--- config.mk ---
export PLATFORM = sky130hd
export DESIGN_NAME = bus_hub_n_pl
export DESIGN_NICKNAME = d
export VERILOG_FILES = /design/src/rtl/bus_hub_pkg.sv /design/src/rtl/bus_prio_enc.sv /design/src/rtl/bus_hub_n_pl.sv
export SDC_FILE = /design/constraint.sdc
export NUM_CORES = 1
export LEC_CHECK = 0
export ABC_AREA = 1
export ABC_CLOCK_PERIOD_IN_PS = 1860
export CORE_AREA = 3 3 164 166
export DETAILED_ROUTE_END_ITERATION = 10
export DIE_AREA = 0 0 167 169
export PLACE_DENSITY = 0.63
export SLEW_MARGIN = 20
export SYNTH_ARGS = -nofsm -noshare
export SYNTH_HDL_FRONTEND = slang
export SYNTH_SLANG_ARGS = --single-unit
--- constraint.sdc ---
create_clock -name clk -period 1.86 [get_ports clk]
set_input_delay 0.279 -clock clk [delete_from_list [all_inputs] [get_ports clk]]
set_output_delay 0.279 -clock clk [all_outputs]
set_load 0.02 [all_outputs]
--- src/rtl/bus_hub_pkg.sv ---
// Shared types and constants for the N-device bus hub.
// The bus-error read pattern is all ones; callers slice it to their own data width.
package bus_hub_pkg;

   typedef enum logic [2:0] {IDLE, DECODE, ACCESS, WAIT, RESP} hub_state_t;

   localparam int DATA_W_MAX = 1024;
   localparam logic [DATA_W_MAX-1:0] BUS_ERR_RDATA = '1;

   function automatic int mask_w(input int data_w);
      return data_w / 8;
   endfunction

endpackage

--- src/rtl/bus_prio_enc.sv ---
// Priority encoder: active vector to {valid, index}, lowest set index wins.
// Purely combinational; no backpressure.
module bus_prio_enc #(
   parameter int N = 3,
   localparam int IW = (N > 1) ? $clog2(N) : 1
) (
   input  logic [N-1:0]  act,
   output logic          vld,
   output logic [IW-1:0] idx
);

   always_comb begin
      vld = |act;
      idx = '0;
      // Scan downward so the lowest matching index is the last one written.
      for (int i = N - 1; i >= 0; i--) begin
         if (act[i]) idx = IW'(i);
      end
   end

endmodule

--- src/rtl/bus_hub_n_pl.sv ---
// Single host port fanned out to NDEV devices with one transaction in flight.
// Latency: device strobe 2 cycles after accept, host_ready 1 cycle after device ready; host strobes dropped while busy.
module bus_hub_n_pl
   import bus_hub_pkg::*;
#(
   parameter int NDEV    = 3,
   parameter int ADDR_W  = 32,
   parameter int DATA_W  = 32,
   parameter int TIMEOUT = 255
) (
   input  logic                       clk,
   input  logic                       rst_n,
   input  logic [ADDR_W-1:0]          host_address,
   input  logic [DATA_W-1:0]          host_data_write,
   input  logic [DATA_W/8-1:0]        host_write_mask,
   input  logic                       host_ren,
   input  logic                       host_wen,
   output logic [DATA_W-1:0]          host_data_read,
   output logic                       host_ready,
   output logic                       host_error,
   output logic                       host_busy,
   output logic [NDEV*ADDR_W-1:0]     device_address,
   output logic [NDEV*DATA_W-1:0]     device_data_write,
   output logic [NDEV*(DATA_W/8)-1:0] device_write_mask,
   output logic [NDEV-1:0]            device_ren,
   output logic [NDEV-1:0]            device_wen,
   input  logic [NDEV-1:0]            device_ready,
   input  logic [NDEV*DATA_W-1:0]     device_data_read,
   input  logic [NDEV-1:0]            device_active
);

   localparam int MW = mask_w(DATA_W);
   localparam int IW = (NDEV > 1) ? $clog2(NDEV) : 1;
   localparam int CW = (TIMEOUT > 0) ? $clog2(TIMEOUT + 1) : 1;

   hub_state_t        state, state_nxt;
   logic [ADDR_W-1:0] addr_q;
   logic [DATA_W-1:0] wdat_q;
   logic [MW-1:0]     mask_q;
   logic              wr_q;
   logic [IW-1:0]     sel_q;
   logic [CW-1:0]     cnt_q;
   logic [DATA_W-1:0] rdat_q;
   logic              err_q;
   logic              act_vld;
   logic [IW-1:0]     act_idx;
   logic              sel_rdy;
   logic              tmo;
   logic [NDEV-1:0]   sel_oh;

   bus_prio_enc #(.N(NDEV)) u_enc (
      .act (device_active),
      .vld (act_vld),
      .idx (act_idx)
   );

   assign sel_rdy = device_ready[sel_q];
   assign tmo     = (TIMEOUT != 0) && (cnt_q == CW'(TIMEOUT - 1));

   always_ff @(posedge clk or negedge rst_n) begin
      if (!rst_n) state <= IDLE;
      else        state <= state_nxt;
   end

   always_comb begin
      state_nxt = state;
      case (state)
         IDLE:    if (host_ren || host_wen) state_nxt = DECODE;
         DECODE:  state_nxt = act_vld ? ACCESS : RESP;
         ACCESS:  state_nxt = WAIT;
         WAIT:    if (sel_rdy || tmo) state_nxt = RESP;
         RESP:    state_nxt = IDLE;
         default: state_nxt = IDLE;
      endcase
   end

   always_ff @(posedge clk or negedge rst_n) begin
      if (!rst_n) begin
         addr_q <= '0;
         wdat_q <= '0;
         mask_q <= '0;
         wr_q   <= 1'b0;
         sel_q  <= '0;
         cnt_q  <= '0;
         rdat_q <= '0;
         err_q  <= 1'b0;
      end else begin
         case (state)
            IDLE: if (host_ren || host_wen) begin
               addr_q <= host_address;
               wdat_q <= host_data_write;
               mask_q <= host_write_mask;
               wr_q   <= host_wen;
            end
            DECODE: begin
               sel_q <= act_idx;
               if (!act_vld) begin
                  err_q  <= 1'b1;
                  rdat_q <= '0;
               end
            end
            ACCESS: cnt_q <= '0;
            WAIT: begin
               if (cnt_q != '1) cnt_q <= cnt_q + 1'b1;
               // A ready in the timeout cycle still completes the access normally.
               if (sel_rdy) begin
                  err_q  <= 1'b0;
                  rdat_q <= wr_q ? '0 : device_data_read[sel_q*DATA_W +: DATA_W];
               end else if (tmo) begin
                  err_q  <= 1'b1;
                  rdat_q <= BUS_ERR_RDATA[DATA_W-1:0];
               end
            end
            default: ;
         endcase
      end
   end

   assign sel_oh            = NDEV'(1) << sel_q;
   assign host_busy         = (state != IDLE);
   assign host_ready        = (state == RESP);
   assign host_error        = host_ready & err_q;
   assign host_data_read    = rdat_q;
   assign device_address    = {NDEV{addr_q}};
   assign device_data_write = {NDEV{wdat_q}};
   assign device_write_mask = {NDEV{mask_q}};
   assign device_ren        = (state == ACCESS && !wr_q) ? sel_oh : '0;
   assign device_wen        = (state == ACCESS &&  wr_q) ? sel_oh : '0;

endmodule

==> images/layer_met1.png <==
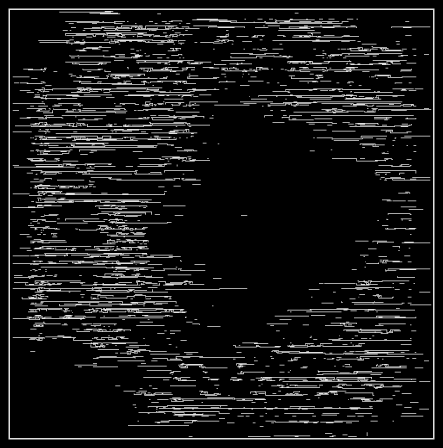
longest straight run: 84.4 um
share of all routed wire: 40%
via count: 6618
Detailed Route WL: 23900 um

==> images/layer_met2.png <==
The bar under the picture is 50 um long.
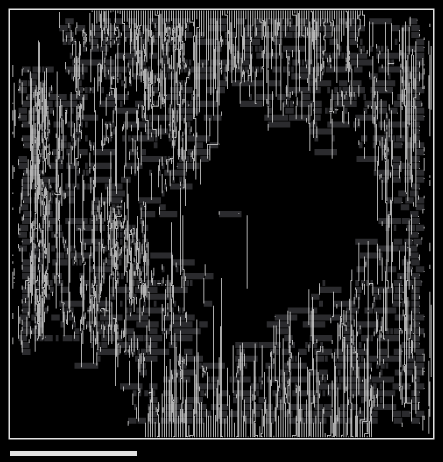
nets with wire on the layer: 1090
share of all routed wire: 52%
main direction: vertical
GR Util met2: 0.289

==> images/layer_met3.png <==
The bar under the picture is 50 um long.
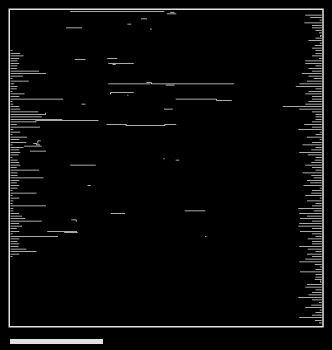
main direction: horizontal
longest straight run: 49.9 um
nets with wire on the layer: 225
wire length on this layer: 1640 um
share of all routed wire: 6.9%
GR met3 Demand/Resource: 0.0446

==> images/layer_met4.png <==
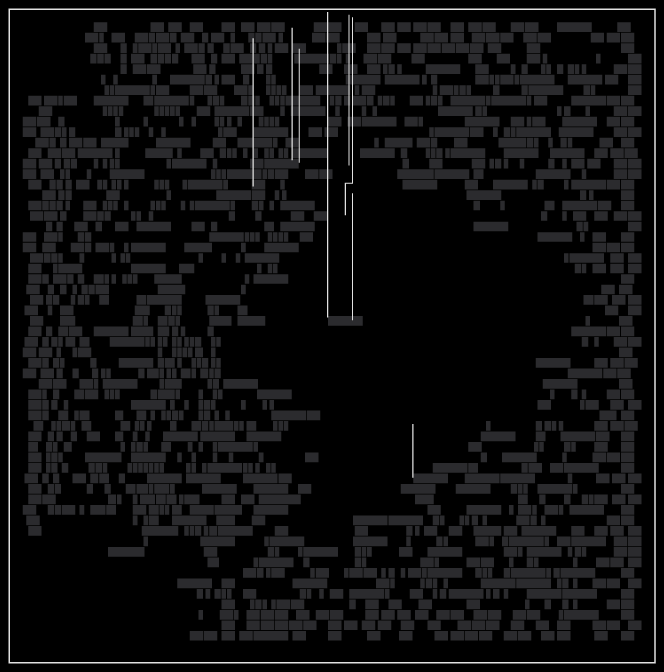
share of all routed wire: 1.3%
wire length on this layer: 318 um

==> run_summary.xml <==
<?xml version="1.0" encoding="UTF-8"?>
<metrics>
  <group name="clock_network">
    <metric name="clock_latency" unit="ns">0.41</metric>
    <metric name="cts.sinks" unit="">115</metric>
    <metric name="clk_transition_reported_paths" unit="ns">0.06</metric>
    <metric name="clock_tree.buffer_depth" unit="">2</metric>
  </group>
  <group name="pwr">
    <metric name="power.leakage" unit="nW">5.22</metric>
    <metric name="p_comb_frac" unit="">0.630</metric>
    <metric name="power_leader" unit="">combinational cells</metric>
    <metric name="power.switching" unit="mW">9.69</metric>
    <metric name="intPower" unit="mW">11.5</metric>
    <metric name="power_per_cell_area" unit="nW/um2">1900</metric>
    <metric name="p_seq_frac" unit="">0.225</metric>
  </group>
  <group name="min_path">
    <metric name="hold_path_class" unit="">in -&gt; async</metric>
  </group>
  <group name="global_route">
    <metric name="via_count_of_the_first_global_routing_pass" unit="">6359</metric>
    <metric name="antenna_violations_before_repair" unit="">0</metric>
    <metric name="gr-usage-met1" unit="">0.189</metric>
    <metric name="grt.overflow.total" unit="">0</metric>
  </group>
  <group name="setup_path">
    <metric name="cp_cell_sequence" unit="">clkdlybuf4s50_1</metric>
    <metric name="worst-path-stages" unit="">1</metric>
    <metric name="r2r_setup_slack" unit="ns">0.16</metric>
    <metric name="crit_fanout" unit="">4</metric>
  </group>
  <group name="route">
    <metric name="detailedRoute.firstIterationViolations" unit="">335</metric>
    <metric name="routedWlPerCell" unit="um">15.3</metric>
    <metric name="post_drt_via_cell_ratio" unit="">4.24</metric>
    <metric name="drcViolationCount" unit="">0</metric>
  </group>
  <group name="final_timing">
    <metric name="hold-worst-slack" unit="ns">0.226</metric>
    <metric name="report.final.setup_viol" unit="">0</metric>
    <metric name="slew-limit-headroom" unit="">0.737</metric>
    <metric name="max_clock_freq" unit="MHz">564</metric>
  </group>
  <group name="yosys">
    <metric name="mappedNetlistArea" unit="um2">6790</metric>
    <metric name="synth-async-reset-ratio" unit="">1.00</metric>
    <metric name="yosys-stat-area" unit="um2">6790</metric>
    <metric name="post_synth.cell_area_avg" unit="um2">7.40</metric>
    <metric name="most_common_cell" unit="">sky130_fd_sc_hd__nand2_1</metric>
    <metric name="largest_area_cell" unit="">sky130_fd_sc_hd__dfrtp_1</metric>
    <metric name="number_of_synthesized_flops_with_an_enable_pin" unit="">0</metric>
  </group>
  <group name="place">
    <metric name="placed_cells_incl_taps" unit="">1521</metric>
    <metric name="portBuffers" unit="">418</metric>
  </group>
  <group name="flow_run">
    <metric name="drv.max_cap_violation_count" unit="">0</metric>
  </group>
  <group name="outcome">
    <metric name="status" unit="">finished clean</metric>
  </group>
  <group name="cells_and_area">
    <metric name="number_of_nets_in_the_layout" unit="">1390</metric>
  </group>
  <group name="die">
    <metric name="coreArea" unit="um2">25800</metric>
  </group>
</metrics>
## flip-flops by register name, summed over array words and instances (netlist names)
signal and count:
host_data_read 32, wr_q 1, err_q 1, sel_q 2, state 3, wdat_q 32
addr_q 32, cnt_q 8, mask_q 4
## placed cells by master (no fill, tap or decap), drive strengths merged, types with 2 or more instances in the layout
cell type	n
inv	95
nand4	3
o21ai	79
xnor2	2
dfrtp	115
clkdlybuf4s50	407
nand3	111
clkbuf	20
a21oi	4
clkinv	5
nand2	301
nor2	22
ha	2
clkinvlp	4
buf	45
## metrics by stage
stage | utilization | worst slack, ns | power, mW
finish | 0.434 | 0.0855 | 21.2
global placement | 0.407 | -0.151 | 17.9
detailed placement | 0.407 | -0.173 | 18.0
global route | 0.434 | 0.00245 | 22.7
floorplan | - | 0.296 | 13.0
CTS | 0.430 | -0.000386 | 21.3
## final cells by class
type | count | area, um2
well taps | 335 | 419
clock inverters | 10 | 85.1
clock buffers | 20 | 467
repair buffers | 456 | 4570
flip-flops and latches | 115 | 2880
fillers | 2567 | 14600
multi-input cells | 529 | 2390
inverters | 95 | 357
## kinds of logic after synthesis
group,count (synthesis),share of synthesized area
flops,115,0.424
simple gates,440,0.272
xor+xnor,2,0.00258
compound gates,83,0.0632
fa+ha+maj,2,0.00369
buf+inv,275,0.234
## layer usage
| metal | vias to the layer above | routed length, um |
|---|---|---|
| li1 | 3309 | - |
| met4 | 0 | 318 |
| met5 | - | 0 |
| met3 | 17 | 1640 |
| met2 | 258 | 12400 |
| met1 | 3034 | 9540 |
## what timing repair did
action / in CTS / in global routing
gates resized: 31 / 22
endpoints found under the setup margin: 42 / 46
cloned: 2 / 0
hold buffers: 1 / 0
endpoints found under the hold margin: 115 / 0
pin swaps: 0 / 6
buffers inserted: 0 / 6
Power figures rest on the tool's default switching activity, not on a simulated workload.
